Run 1, wiring by layer:
Bar = 20 um. Only two layers are drawn.
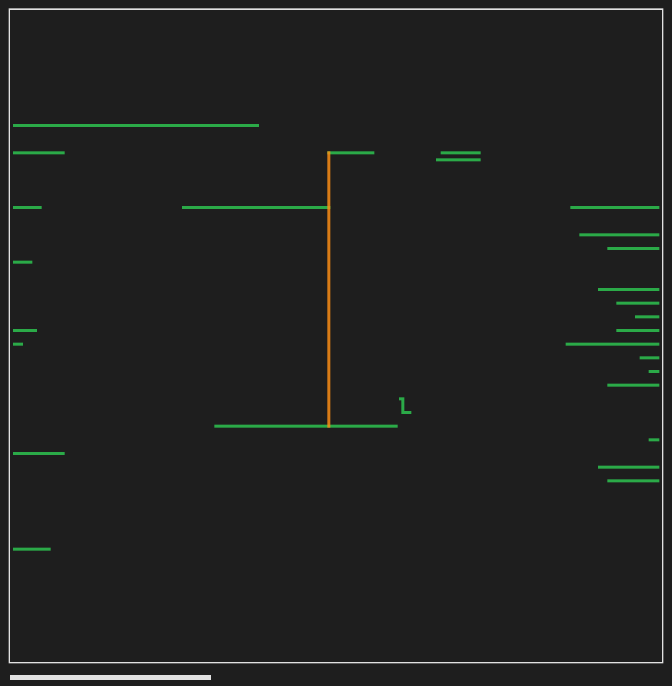
Run 1, wire density map:
The die is cut into 13 by 13 equal tiles; white is low, dark blue is high, scaled to the fullest tile. Values are wire area over tile area, all layers added.
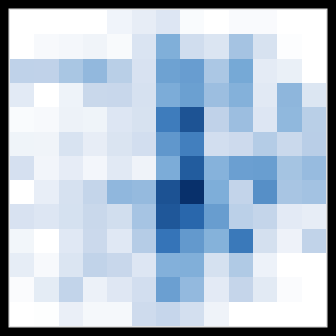
Run 1, signal wires on met1:
Bar = 20 um. Cells faint in the background.
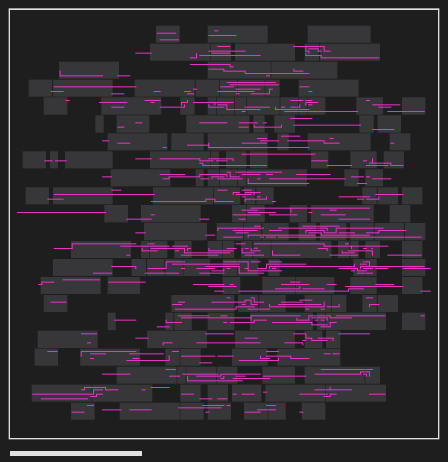
[src/rtl/irq_pending_ctrl_pkg.sv]
// Shared constants and state encoding for the interrupt pending controller.
package irq_pending_ctrl_pkg;

    localparam int unsigned N     = 8;
    localparam int unsigned IDX_W = 3;

    localparam logic [N-1:0] ENABLE_RESET = 8'hFF;

    typedef enum logic [1:0] {
        IDLE    = 2'd0,
        REQ     = 2'd1,
        SERVICE = 2'd2
    } state_t;

endpackage

[src/rtl/irq_pending_ctrl_sync.sv]
// Per-bit multi-stage synchroniser followed by a one-cycle rising-edge pulse.
module sync_edge_detect #(
    parameter int unsigned N           = 8,
    parameter int unsigned SYNC_STAGES = 2
) (
    input  logic         clk,
    input  logic         rst,
    input  logic [N-1:0] i_async,
    output logic [N-1:0] o_rise
);

    logic [SYNC_STAGES-1:0][N-1:0] r_sync;
    logic [N-1:0]                  r_prev;

    always_ff @(posedge clk or posedge rst) begin
        if (rst) begin
            r_sync <= '0;
            r_prev <= '0;
        end else begin
            r_sync[0] <= i_async;
            for (int unsigned s = 1; s < SYNC_STAGES; s++) begin
                r_sync[s] <= r_sync[s-1];
            end
            r_prev <= r_sync[SYNC_STAGES-1];
        end
    end

    assign o_rise = r_sync[SYNC_STAGES-1] & ~r_prev;

endmodule

[src/rtl/irq_pending_ctrl.sv]
// Captures request edges as sticky pending bits, masks them with an enable
// register and runs the req/ack/eoi handshake feeding the priority encoder.
module irq_pending_ctrl
    import irq_pending_ctrl_pkg::*;
#(
    parameter int unsigned SYNC_STAGES = 2
) (
    input  logic             clk,
    input  logic             rst,
    input  logic [N-1:0]     req_in,
    input  logic             en_wr,
    input  logic [N-1:0]     en_data,
    input  logic             ack,
    input  logic [IDX_W-1:0] ack_idx,
    input  logic             eoi,
    output logic [N-1:0]     pend_out,
    output logic             en_out,
    output logic             irq,
    output logic             busy
);

    logic [N-1:0] w_rise;
    logic [N-1:0] w_clr;
    logic [N-1:0] w_pend_next;
    logic [N-1:0] w_en_next;
    logic [N-1:0] w_pend_out_next;
    logic [N-1:0] r_pend;
    logic [N-1:0] r_en;
    state_t       r_state;
    state_t       w_state_next;

    sync_edge_detect #(
        .N           (N),
        .SYNC_STAGES (SYNC_STAGES)
    ) u_sync (
        .clk     (clk),
        .rst     (rst),
        .i_async (req_in),
        .o_rise  (w_rise)
    );

    always_comb begin
        w_clr = '0;
        if (r_state == REQ && ack) begin
            w_clr[ack_idx] = 1'b1;
        end
    end

    // Set wins over clear so an event arriving with its own ack is kept.
    assign w_pend_next     = (r_pend & ~w_clr) | w_rise;
    assign w_en_next       = en_wr ? en_data : r_en;
    assign w_pend_out_next = w_pend_next & w_en_next;

    always_ff @(posedge clk or posedge rst) begin
        if (rst) begin
            r_pend  <= '0;
            r_en    <= ENABLE_RESET;
            r_state <= IDLE;
        end else begin
            r_pend  <= w_pend_next;
            r_en    <= w_en_next;
            r_state <= w_state_next;
        end
    end

    always_comb begin
        w_state_next = r_state;
        irq          = 1'b0;
        en_out       = 1'b0;
        busy         = 1'b0;
        case (r_state)
            IDLE: begin
                if (pend_out != '0) begin
                    w_state_next = REQ;
                end
            end
            REQ: begin
                irq    = 1'b1;
                en_out = 1'b1;
                if (ack) begin
                    w_state_next = SERVICE;
                end else if (pend_out == '0) begin
                    w_state_next = IDLE;
                end
            end
            SERVICE: begin
                busy = 1'b1;
                // Decide on the post-update view so events landing now are not missed.
                if (eoi) begin
                    w_state_next = (w_pend_out_next != '0) ? REQ : IDLE;
                end
            end
            default: begin
                w_state_next = IDLE;
            end
        endcase
    end

    assign pend_out = r_pend & r_en;

endmodule

[config.mk]
export PLATFORM = sky130hd
export DESIGN_NAME = irq_pending_ctrl
export DESIGN_NICKNAME = d
export VERILOG_FILES = /design/src/rtl/irq_pending_ctrl_pkg.sv /design/src/rtl/irq_pending_ctrl_sync.sv /design/src/rtl/irq_pending_ctrl.sv
export SDC_FILE = /design/constraint.sdc
export NUM_CORES = 1
export LEC_CHECK = 0
export CAP_MARGIN = 20
export CORE_MARGIN = 1.5
export CORE_UTILIZATION = 40
export CTS_CLUSTER_SIZE = 40
export DETAILED_ROUTE_END_ITERATION = 16
export HOLD_SLACK_MARGIN = 0.1
export MAX_ROUTING_LAYER = met4
export PLACE_DENSITY = 0.66
export SYNTH_ARGS = -nofsm -noshare
export SYNTH_HDL_FRONTEND = slang
export SYNTH_SLANG_ARGS = --single-unit
[constraint.sdc]
create_clock -name clk -period 1.8 [get_ports clk]
set_input_delay 0.36 -clock clk [delete_from_list [all_inputs] [get_ports clk]]
set_output_delay 0.36 -clock clk [all_outputs]
set_load 0.02 [all_outputs]
==> results.yml, run 1 <==
# flow metrics
final_timing:
  setup_ws_ns: 0.0554
  relSlewSlack: 0.805
  hold_viol_final: 0
  fin_crit_ns: 1.74
  slew_violations: 0
  worst_slew_pin_slew_ns: 0.292
  finalCritPeriodShare: 0.969
  clock-skew-final_ns: 0.00332
  finalSetupTns_ns: 0
  fmax_mhz: 573
  setup_viol: 0
clock_network:
  cts_tree: "yes"
  clk_latency_ns: 0.29
  root_buffer: "clkbuf_8"
  cts_hold_buf: 0
  cts-resized-gates: 18
  path_clk_slew_ns: 0.07
  post_cts_buffers: 0
  cts_max_level: 2
  cts_max_path_buffers: 2
  cts_buffers: 5
  clock-sinks: 42
placed_design:
  io_buffers: 34
  dp_slack_ns: -0.444
  dpl.cell_count: 205
  dpl.hpwl_mm: 2.13
  gp_congestion: 0.838
  place_area_mm2: 0.00203
floorplanning:
  die_h_um: 64.9
  num_rows: 22
  chipArea_mm2: 0.00421
  die-width_um: 64.9
  num_io_pins: 35
  core_region_area_mm2: 0.00366
  fp-utilization: 0.418
route:
  final_antenna_net_count: 0
  drc: 0
  first_pass_iters: 4
  drtIter0Drc: 60
  drt-vias-per-instance: 4.73
worst_setup_path:
  crit_end: "r_state[0]"
  cp_max_fo: 7
  arrival_ns: 1.90
  critPathLaunchType: "flip-flop"
  path_class: "flip-flop to flip-flop"
  r2r-end: "r_state[0]"
  crit_start: "r_state[1]"
  required_ns: 1.96
  ff2ff_path_depth: 5
  rrSetupSlack_ns: 0.06
  crit_path_end_kind: "flip-flop"
  timing.rr.start: "r_state[1]"
synth:
  synth_flops: 42
  netlist_area_mm2: 0.00153
  yosys_area_mm2: 0.00153
  syn_avg_cell_area_um2: 13.7
  synth_seq_share: 0.693
  adder_share: 0
  aoi_share: 0.0972
  simple_gate_share: 0.133
  syn_inst: 112
  synth_cell_types: 25
  largest_area_cell: "dfrtp_1"
  logic_family: "simple AND/OR/NAND/NOR gates"
  area_leaders: "dfrtp_1, dfstp_2, mux2_1"
  synth-xor-area-share: 0
  synthMuxAreaShare: 0.0588
  syn_nets: 136
  ys_cells: 112
  top_cell_area_share: 0.556
  synth_warnings: 0
worst_hold_path:
  min_path_cells: 0
  min_from: "u_sync.r_sync[1]"
  hold_end: "u_sync.r_sync[9]"
  hold_class: "flip-flop to flip-flop"
final_layout:
  fin_nets: 189
  drive_gt1_frac: 0.259
  final_core_util: 0.594
  final_cells: 214
  syn_to_final_growth_pct: 41.9
  insertedDiodeCount: 0
  design_area_mm2: 0.00217
power_and_ir_drop:
  p_int_mw: 1.64
  power.density_mw_per_mm2: 1050
  p_clk_mw: 0.605
  power_leader: "registers"
  total_leakage_power_nw: 0.931
  p_comb_mw: 0.569
  pg_seq_mw: 1.12
  pwr-share-comb: 0.248
  switchingPower_mw: 0.650
  peakVddDrop_mv: 0.512
  pwr-share-seq: 0.488
  sw_frac_of_total: 0.283
  clockPowerShare: 0.264
global_routing:
  globalRouteOverflowTotal: 0
  grt-busiest-layer: "met2"
  grt_antenna_before_repair: 0
  grt_max_degree: 43
  grt_use_met2: 0.264
  grt_pass1_wl_mm: 4.93
  grt_pass1_vias: 1046
  grt_use_met3: 0.0486
run_status:
  status: "finished clean"
job:
  log.warning_count: 26
  drv_cap: 0
## Picture notes: 'wiring by layer'
metal 4: shown in orange, wire length 27.2 um. metal 3: shown in green, wire length 156 um.
final wirelength: 2.97 mm
via count of the routed design: 1012
wire per inst: 13.9 um
GRT Overall Usage: 0.164

## Picture notes: 'wire density map'
The fullest tile reaches 0.46. 14% of the tiles are nearly empty. The densest ninth of the die: center.

## Picture notes: 'signal wires on met1'
163 nets have wire on it. The layer carries 1280 um of wire. The layer holds 43% of the routed length.
M1 GR Usage: 0.199

[run 1: critical path: stages (launching register included)]
cell	delay, ns
dfrtp_2	0.45
or3b_4	0.44
o21ai_2	0.16
o21ai_2	0.09
a2111oi_2	0.38
a21oi_1	0.11
[run 1: Yosys cell counts, drive strengths merged]
cell and number:
nand2 7, or2 1, inv 4, buf 2, mux2 8, a2111oi 2
nor2b 1, nand2b 6, a21oi 3, o21ai 12, nand3 2, a21boi 5
and2 8, nand3b 4, or3b 2, dfstp 8, o41a 1, and2b 1
or4 1, dfrtp 34
[run 1: cells in the final DEF, fill, tap and decap left out, drive strengths merged, types with 3 or more instances in the layout]
master	Yosys	routed
mux2	8	8
o21ai	12	12
a21oi	3	3
nand2	7	7
inv	4	4
dfstp	8	8
dfrtp	34	34
dlygate4sd2	0	13
a21boi	5	5
clkbuf	0	8
nand2b	6	6
buf	2	14
and2	8	8
nand3b	4	4
dlymetal6s2s	0	3
clkdlybuf4s50	0	18
[run 1: stage by stage]
| stage | power, mW | hold slack (ns) |
|---|---|---|
| finish | 2.29 | 0.350 |
| global route | 2.42 | 0.361 |
| CTS | 2.27 | 0.350 |
| detailed placement | 1.70 | 0.335 |
| global placement | 1.69 | 0.333 |
| floorplan | 1.43 | 0.331 |
[run 1: layer usage]
metal,wire [um],part of all wire
met5,0,0
met1,1280,0.43
met2,1500,0.51
met4,27,0.0091
met3,156,0.053
[run 1: final cells by class]
type	instances	area, um2
inverters	4	15.0
clock buffers	8	90.1
multi-input cells	64	497
repair buffers	48	449
flip-flops and latches	42	1060
fillers	295	1490
well taps	48	60.1
[run 1: registers in the layout (all words and copies together), names as in the netlist]
name,flops
u_sync.r_prev,8
u_sync.r_sync,16
r_pend,8
r_en,8
r_state,2
==> run 2, diff against run 1 <==
- MAX_ROUTING_LAYER: met4 -> unset
Run 2, a small window of the routed layout:
Bar = 5 um. Region (39, 39) to (59, 59) um. Cells in gray, sequential cells in the stronger gray; small squares are vias.
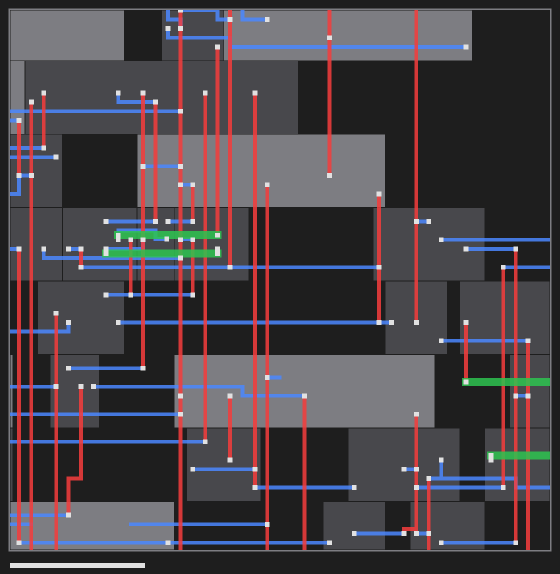
metal 3: shown in green. metal 2: shown in red. metal 1: shown in blue.
Sequential cells in the window: 4. Netlist names of flops here include r_pend (2). Most frequent: and2_1 (3), buf_4 (3), dfrtp_1 (3). 20 logic cells have their middle in the window.

==> run 2 against run 1 <==
  * Combinational power about the same
  * Count of clock-buffer cells in the layout unchanged
  * Maximum frequency decreased by 0.60%
  * Highest routed layer unchanged
==> results.yml, run 2 <==
# flow metrics
run_status:
  status: "finished clean"
synth:
  netlist_area_mm2: 0.00153
  area_leaders: "dfrtp_1, dfstp_2, mux2_1"
  synth_flops: 42
  synthArstFlopShare: 1.00
  adder_share: 0
  yosys.cell_count.top_type: "dfrtp_1"
  synth-main-ff-cell: "dfrtp_1"
  aoi_share: 0.0972
  synth-xor-area-share: 0
  yosys_area_mm2: 0.00153
  simple_gate_share: 0.133
  top_cell_area_share: 0.556
  syn_inst: 112
  synth_seq_share: 0.693
  edf_count: 0
  largest_area_cell: "dfrtp_1"
  ys_cells: 112
  synth_cell_types: 25
worst_setup_path:
  arrival_ns: 1.91
  ff2ff_path_depth: 5
  critPathBufInv: 0
  cp_slowest_cell: "dfrtp_2"
  worst_path_most_repeated_cell: "o21ai_2"
  crit_path_end_kind: "flip-flop"
  critPathLaunchType: "flip-flop"
clock_network:
  cts_tree: "yes"
  path_clk_slew_ns: 0.07
  root_buffer: "clkbuf_8"
  cts_max_path_buffers: 2
  cts_hold_buf: 0
  clock-sinks: 42
final_timing:
  relSlewSlack: 0.804
  setup_ws_ns: 0.0448
  finalSetupTns_ns: 0
  fmax_mhz: 570
  whs_ns: 0.350
  setup_viol: 0
  slew_violations: 0
  hold_viol_final: 0
  fin_crit_ns: 1.76
  finalCritPeriodShare: 0.975
floorplanning:
  die-width_um: 64.9
  chipArea_mm2: 0.00421
  fp-utilization: 0.418
  num_io_pins: 35
  core_region_area_mm2: 0.00366
placed_design:
  place_area_mm2: 0.00203
  dpl.cell_count: 205
  io_buffers: 34
  dp_slack_ns: -0.444
  gp_congestion: 0.825
  dpl.hpwl_mm: 2.13
final_layout:
  regMostFlops: "u_sync.r_sync"
  drive_gt1_frac: 0.259
  layout_top_cells: "dfrtp_1, clkdlybuf4s50_1, dlygate4sd2_1, buf_4"
  final_cells: 214
  lay_top_count: "dfrtp_1"
  insertedDiodeCount: 0
  design_area_mm2: 0.00217
  final_core_util: 0.594
power_and_ir_drop:
  pwr-share-comb: 0.249
  clockPowerShare: 0.263
  peakVddDrop_mv: 0.509
  power.density_mw_per_mm2: 1050
  p_int_mw: 1.64
  pwr-share-seq: 0.488
  switchingPower_mw: 0.649
route:
  drt-vias-per-instance: 4.77
  first_pass_iters: 4
  num_vias: 1020
  routed_wl_mm: 2.98
  wl_per_cell_um: 13.9
  final_antenna_net_count: 0
  drc: 0
global_routing:
  grt_usage: 0.159
  grt_max_degree: 43
  grt_pass1_wl_mm: 4.92
  grt_antenna_before_repair: 0
  globalRouteOverflowTotal: 0
-- run 2: cell counts after synthesis --
No cell type changed its count.
-- run 2: area by class of cell --
class                           count  area (um2)  area share
Clock buffer                        8        90.1      0.0415
Inverter                            4        15.0     0.00691
Multi-Input combinational cell     64         497       0.229
Tap cell                           48        60.1      0.0276
Timing Repair Buffer               48         449       0.207
Sequential cell                    42        1060       0.489
-- run 2: path summary, 6_finish.rpt --
check	slack [ns]	start	end
worst max-delay path	0.04	r_state[1]	r_state[0]
max in group asynchronous	1.12	rst	r_en[4]
worst min register to register	0.35	u_sync.r_sync[1]	u_sync.r_sync[9]
min in group asynchronous	0.42	rst	u_sync.r_sync[3]
worst min-delay path	0.35	u_sync.r_sync[1]	u_sync.r_sync[9]
worst max register to register	0.04	r_state[1]	r_state[0]
-- run 2: routing by layer --
| layer | part of all wire | wire [um] |
|---|---|---|
| met2 | 0.51 | 1510 |
| met1 | 0.42 | 1260 |
| met5 | 0 | 0 |
| met3 | 0.061 | 181 |
| met4 | 0.010 | 31 |
-- run 2: cell families after synthesis --
family | count (synthesis)
muxes | 8
buffers and inverters | 6
and+or+nand+nor | 33
AOI/OAI and AO/OA | 23
DFF | 42
-- run 2: repair_timing --
item	4_1_cts	5_1_grt
buffers inserted	0	1
setup endpoints to repair	12	1
pin swaps	0	5
endpoints found under the hold margin	0	0
resized	18	13
-- run 2: power by group through the flow --
stage,registers (mW),logic (mW),clock network (mW)
global placement,1.12,0.571,0
finish,1.12,0.570,0.603
global route,1.13,0.616,0.673
floorplan,1.11,0.326,0
CTS,1.11,0.542,0.621
detailed placement,1.13,0.578,0
No activity file was given, so power comes from the tool's default toggle rates.
